Fig. 1: where the registers sit
Scale: 4 px per um. Other sequential cells in the stronger grey, the rest of the logic in the fainter grey.
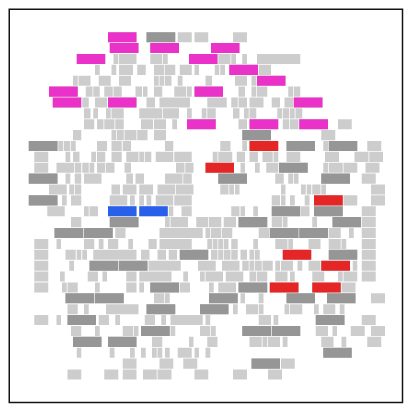
Fig. 2: track usage over the die
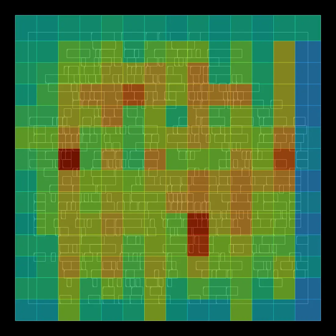
Fig. 3: zoomed window
Region (61, 61) to (86, 86) um. Cells in grey, sequential cells in the stronger grey; small squares are vias.
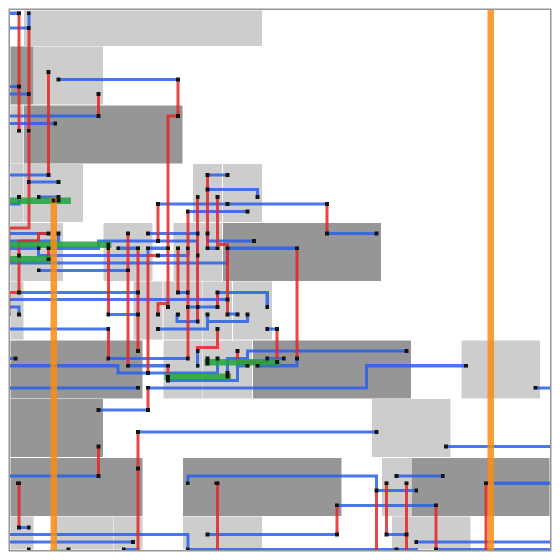
File: src/rtl/hex_scan_ctrl_pkg.sv
// Shared definitions for the four-digit seven-segment scan controller:
// FSM encoding, the dark-segment pattern and the digit segment table.
package hex_scan_ctrl_pkg;

    typedef enum logic [1:0] {
        IDLE   = 2'd0,
        UPDATE = 2'd1,
        SCAN   = 2'd2
    } state_t;

    // Segment patterns are active-low, bit6 = g .. bit0 = a
    localparam logic [6:0] SEG_BLANK = 7'b1111111;
    localparam logic [6:0] SEG_0     = 7'b1000000;
    localparam logic [6:0] SEG_1     = 7'b1111001;
    localparam logic [6:0] SEG_2     = 7'b0100100;
    localparam logic [6:0] SEG_3     = 7'b0110000;
    localparam logic [6:0] SEG_4     = 7'b0011001;
    localparam logic [6:0] SEG_5     = 7'b0010010;
    localparam logic [6:0] SEG_6     = 7'b0000010;
    localparam logic [6:0] SEG_7     = 7'b1111000;
    localparam logic [6:0] SEG_8     = 7'b0000000;
    localparam logic [6:0] SEG_9     = 7'b0010000;

endpackage

File: src/rtl/seg_decode.sv
// Combinational digit-to-segment decoder; codes above 9 show nothing.
module seg_decode
    import hex_scan_ctrl_pkg::*;
(
    input  logic [3:0] i_code,
    output logic [6:0] o_seg
);

    // Table lookup of the active-low segment pattern for one digit code
    always_comb begin
        o_seg = SEG_BLANK;
        case (i_code)
            4'd0:    o_seg = SEG_0;
            4'd1:    o_seg = SEG_1;
            4'd2:    o_seg = SEG_2;
            4'd3:    o_seg = SEG_3;
            4'd4:    o_seg = SEG_4;
            4'd5:    o_seg = SEG_5;
            4'd6:    o_seg = SEG_6;
            4'd7:    o_seg = SEG_7;
            4'd8:    o_seg = SEG_8;
            4'd9:    o_seg = SEG_9;
            default: o_seg = SEG_BLANK;
        endcase
    end

endmodule

File: src/rtl/hex_scan_ctrl.sv
// Four-position seven-segment controller. A load writes all four displays
// on consecutive cycles, then the controller keeps refreshing one position
// every SCAN_DIV cycles through a single shared decoder.
module hex_scan_ctrl
    import hex_scan_ctrl_pkg::*;
#(
    parameter int SCAN_DIV = 50000
) (
    input  logic        CLOCK_50,
    input  logic        RESET_N,
    input  logic        load_valid,
    input  logic [15:0] load_digits,
    output logic        load_ready,
    input  logic        blank_n,
    output logic [6:0]  HEX0,
    output logic [6:0]  HEX1,
    output logic [6:0]  HEX2,
    output logic [6:0]  HEX3,
    output logic        frame_done
);

    localparam int               DIV_W    = (SCAN_DIV > 1) ? $clog2(SCAN_DIV) : 1;
    localparam logic [DIV_W-1:0] DIV_LAST = DIV_W'(SCAN_DIV - 1);

    state_t           r_state;
    logic [15:0]      r_digits;
    logic [1:0]       r_idx;
    logic [DIV_W-1:0] r_div;
    logic [6:0]       r_hex0;
    logic [6:0]       r_hex1;
    logic [6:0]       r_hex2;
    logic [6:0]       r_hex3;
    logic             r_frame_done;
    logic             r_load_ready;

    logic [3:0]       w_code;
    logic [6:0]       w_seg;
    logic [6:0]       w_wr_val;
    logic             w_accept;
    logic             w_tick;
    logic             w_wr_en;

    // The single decoder always looks at the digit of the current position
    assign w_code   = r_digits[{r_idx, 2'b00} +: 4];

    seg_decode u_seg_decode (
        .i_code (w_code),
        .o_seg  (w_seg)
    );

    assign w_wr_val = blank_n ? w_seg : SEG_BLANK;
    assign w_accept = load_valid & r_load_ready;
    assign w_tick   = (r_div == DIV_LAST);

    // A position is written every UPDATE cycle, and in SCAN on a divider
    // tick unless a load arrives on the same edge (the load wins)
    always_comb begin
        w_wr_en = 1'b0;
        if (r_state == UPDATE) begin
            w_wr_en = 1'b1;
        end else if (r_state == SCAN) begin
            w_wr_en = w_tick & ~w_accept;
        end
    end

    // Controller FSM: load capture, UPDATE burst, periodic SCAN refresh
    always_ff @(posedge CLOCK_50) begin
        if (!RESET_N) begin
            r_state      <= IDLE;
            r_digits     <= 16'h0000;
            r_idx        <= 2'd0;
            r_div        <= '0;
            r_hex0       <= SEG_BLANK;
            r_hex1       <= SEG_BLANK;
            r_hex2       <= SEG_BLANK;
            r_hex3       <= SEG_BLANK;
            r_frame_done <= 1'b0;
            r_load_ready <= 1'b1;
        end else begin
            r_frame_done <= 1'b0;

            if (w_wr_en) begin
                case (r_idx)
                    2'd0:    r_hex0 <= w_wr_val;
                    2'd1:    r_hex1 <= w_wr_val;
                    2'd2:    r_hex2 <= w_wr_val;
                    default: r_hex3 <= w_wr_val;
                endcase
            end

            case (r_state)
                IDLE: begin
                    if (w_accept) begin
                        r_state      <= UPDATE;
                        r_idx        <= 2'd0;
                        r_digits     <= load_digits;
                        r_load_ready <= 1'b0;
                    end
                end
                UPDATE: begin
                    r_idx <= r_idx + 2'd1;
                    if (r_idx == 2'd3) begin
                        r_state      <= SCAN;
                        r_div        <= '0;
                        r_frame_done <= 1'b1;
                        r_load_ready <= 1'b1;
                    end
                end
                SCAN: begin
                    if (w_accept) begin
                        r_state      <= UPDATE;
                        r_idx        <= 2'd0;
                        r_digits     <= load_digits;
                        r_load_ready <= 1'b0;
                    end else if (w_tick) begin
                        r_div <= '0;
                        r_idx <= r_idx + 2'd1;
                        if (r_idx == 2'd3) begin
                            r_frame_done <= 1'b1;
                        end
                    end else begin
                        r_div <= r_div + 1'b1;
                    end
                end
                default: begin
                    r_state      <= IDLE;
                    r_load_ready <= 1'b1;
                end
            endcase
        end
    end

    assign HEX0       = r_hex0;
    assign HEX1       = r_hex1;
    assign HEX2       = r_hex2;
    assign HEX3       = r_hex3;
    assign frame_done = r_frame_done;
    assign load_ready = r_load_ready;

endmodule

File: config.mk
export PLATFORM = sky130hd
export DESIGN_NAME = hex_scan_ctrl
export DESIGN_NICKNAME = d
export VERILOG_FILES = /design/src/rtl/hex_scan_ctrl_pkg.sv /design/src/rtl/seg_decode.sv /design/src/rtl/hex_scan_ctrl.sv
export SDC_FILE = /design/constraint.sdc
export NUM_CORES = 1
export LEC_CHECK = 0
export ABC_CLOCK_PERIOD_IN_PS = 4890
export CAP_MARGIN = 30
export CORE_MARGIN = 4
export CORE_UTILIZATION = 40
export CTS_BUF_LIST = sky130_fd_sc_hd__clkbuf_4
export DETAILED_ROUTE_END_ITERATION = 16
export PLACE_DENSITY = 0.62
export SYNTH_ARGS = -nofsm -noshare
export SYNTH_HDL_FRONTEND = slang
export SYNTH_SLANG_ARGS = --single-unit
File: constraint.sdc
create_clock -name CLOCK_50 -period 4.89 [get_ports CLOCK_50]
set_input_delay 0.7335 -clock CLOCK_50 [delete_from_list [all_inputs] [get_ports CLOCK_50]]
set_output_delay 0.7335 -clock CLOCK_50 [all_outputs]
set_load 0.02 [all_outputs]
==> impl.org <==
#+TITLE: Physical design notes

** Yosys
- After synthesis, the cell types taking the most area are dfxtp_1 41%, ha_1 5.8%, nand2_1 5.7%.
- Post-synth mux share :: under 10%
- Complex-gate fraction of the synthesized area :: between 10% and 20%
- Yosys shows that the main logic family after synthesis is simple AND/OR/NAND/NOR gates.
- Xor and xnor area share after synthesis :: 2.98%
- Yosys reports a chip area of 3230 um2.
- Top FF cell, synth :: dfxtp_1
- Per the synthesis report, the adder-cell share of the synthesized area is 5.80%.
- Share of synthesized cell area in and, or, nand and nor gates :: 20.0%
- Cells after Synth :: 372

** Floorplan
- According to the floorplan report, the total die area is 9590 um2.
- The vertical die dimension reported for this design is 97.9 um.
- For this design the top-level I/O count stands at 50.

** Final layout
- Inverter tally of the final layout excluding the clock network :: 39
- Number of flip-flops and latches :: 66
- At the end of the flow, the number of nets in the layout was 456.
- In the final layout, the fill cell count is around 760.
- After layout the signal buffers, clock cells excluded, come to 12.6% of cell area.
- The finished cells cover roughly 4000 um2.
- Summing all multi-input logic gate instances after layout gives between 1500 and 2000 um2.
- According to the cell report, the number of logic gates is 254.
- Non-clk bufs :: 51
- The top cell types in the final layout, fill and taps aside, are 66 x dfxtp_1, 49 x nand2_1, 49 x clkdlybuf4s50_1.

** Drt
- Via count of the routed design :: between 2000 and 3000
- In the routed layout, each cell is associated on average with a via count of 5.13.
- DRC viols :: 0
- Initial drt markers :: 82
- DRT Wirelength :: between 6000 and 7000 um

** Critical path
- Number of cells on the critical path :: 6
- Kind of critical path :: flop to flop
- Path depth of the worst reg2reg path :: 6
- List of cells traversed by the critical path :: ha_1 -> nand2b_1 -> o21ai_2 -> or3_1 -> or3_1 -> a21oi_1
- Arr. time, crit path :: 2.72 ns
- For the worst setup path, the data required time is 5.22 ns.
- Among all stages on the critical path, the largest delay is contributed by dfxtp_1.
- Largest delay share family, worst path :: simple AND/OR/NAND/NOR gates
- The worst setup path is launched from a flop.
- Critical register-to-register path startpoint :: r_idx[0]
- Worst setup endpoint :: r_div[8]
- The worst register-to-register path ends at r_div[8].
- The launch point of the critical path was reported as r_idx[0].

** Hold path
- The startpoint identified for the worst hold timing path is HEX1[1].
- Hold crit path type :: flop to flop

** Global route
- Entering global routing, the biggest net connects 29 pins.
- Vias in the first global route :: between 2000 and 2500
- The number of antenna violations at the first check in global routing was 0.

** Timing
- Worst Skew :: about 0.015 ns
- Number of max-slew violations in the final report :: 0
- Final-report setup violation count :: 0
- Fin Hold WS :: 0.466 ns
- The pin closest to its max-slew limit shows a slew of 0.941 ns.

** Outcome
- The flow ran to the end, and the final reports show no timing, DRC or antenna violations.

** Pwr
- Combinational cells consume a total of 0.000147 W.
- Proportion of power drawn by combinational gates :: 12.4%
- Sw Share :: between 20% and 30%

** Placement
- The final weighted congestion recorded by global placement is 0.864.
- Number of I/O port buffers :: 49
- After detailed placement, the design holds a cell count of 512.
- Cell area after placement :: 3810 um2

** Clock network
- Per the repair_timing log after CTS, setup buffers inserted total 0.
- Clock-pin transition on the worst setup and hold timing paths :: 0.12 ns
- Num Clock Sinks :: 66
- In this run, post-CTS hold repair placed 0 buffers.
Back to the opening pictures, Fig. 1:
colour	signal	sequential cells
blue	`r_idx`	2
red	`HEX1`	7
magenta	`r_div`	16
fraction of the core area covered by cells at the end of the flow: 51.2%
register share of the cell area: 33.0%
FF/Latch Area: 1320 um2
power in sequential cells: 0.000567 W

Back to the opening pictures, Fig. 2:
met2 demand-to-capacity share in global routing: 21.7%
met1 track utilization from global routing: 21.1%
average wire per standard cell: 13.0 um

Back to the opening pictures, Fig. 3:
colour	layer
red	metal 2
orange	metal 4
blue	metal 1
green	metal 3
most frequent	dfxtp_1 (8)
sequential cells in the window	8
cells with their middle in the window	29
netlist names of flops here include	`r_div` (4), `HEX0` (2)

==> state kept, by name (all words and copies together) (netlist names) <==
signal,count
HEX0,7
HEX2,7
frame_done,1
HEX1,7
r_div,16
r_state,2
r_idx,2
load_ready,1
r_digits,16
HEX3,7
==> per-layer routing <==
layer | vias up | global-route usage (%) | part of all wire [%]
li1 | 1387 | - | -
met1 | 1247 | 21.1 | 51
met2 | 66 | 21.7 | 43
met3 | 6 | 4.64 | 5.2
met4 | 0 | 6.18 | 1.4
met5 | - | 0 | 0
==> worst register-to-register path, stage by stage, from the launching register on <==
cell	delay (ns)
dfxtp_1	0.63
ha_1	0.28
nand2b_1	0.29
o21ai_2	0.22
or3_1	0.41
or3_1	0.35
a21oi_1	0.15
Power figures rest on the tool's default switching activity, not on a simulated workload.
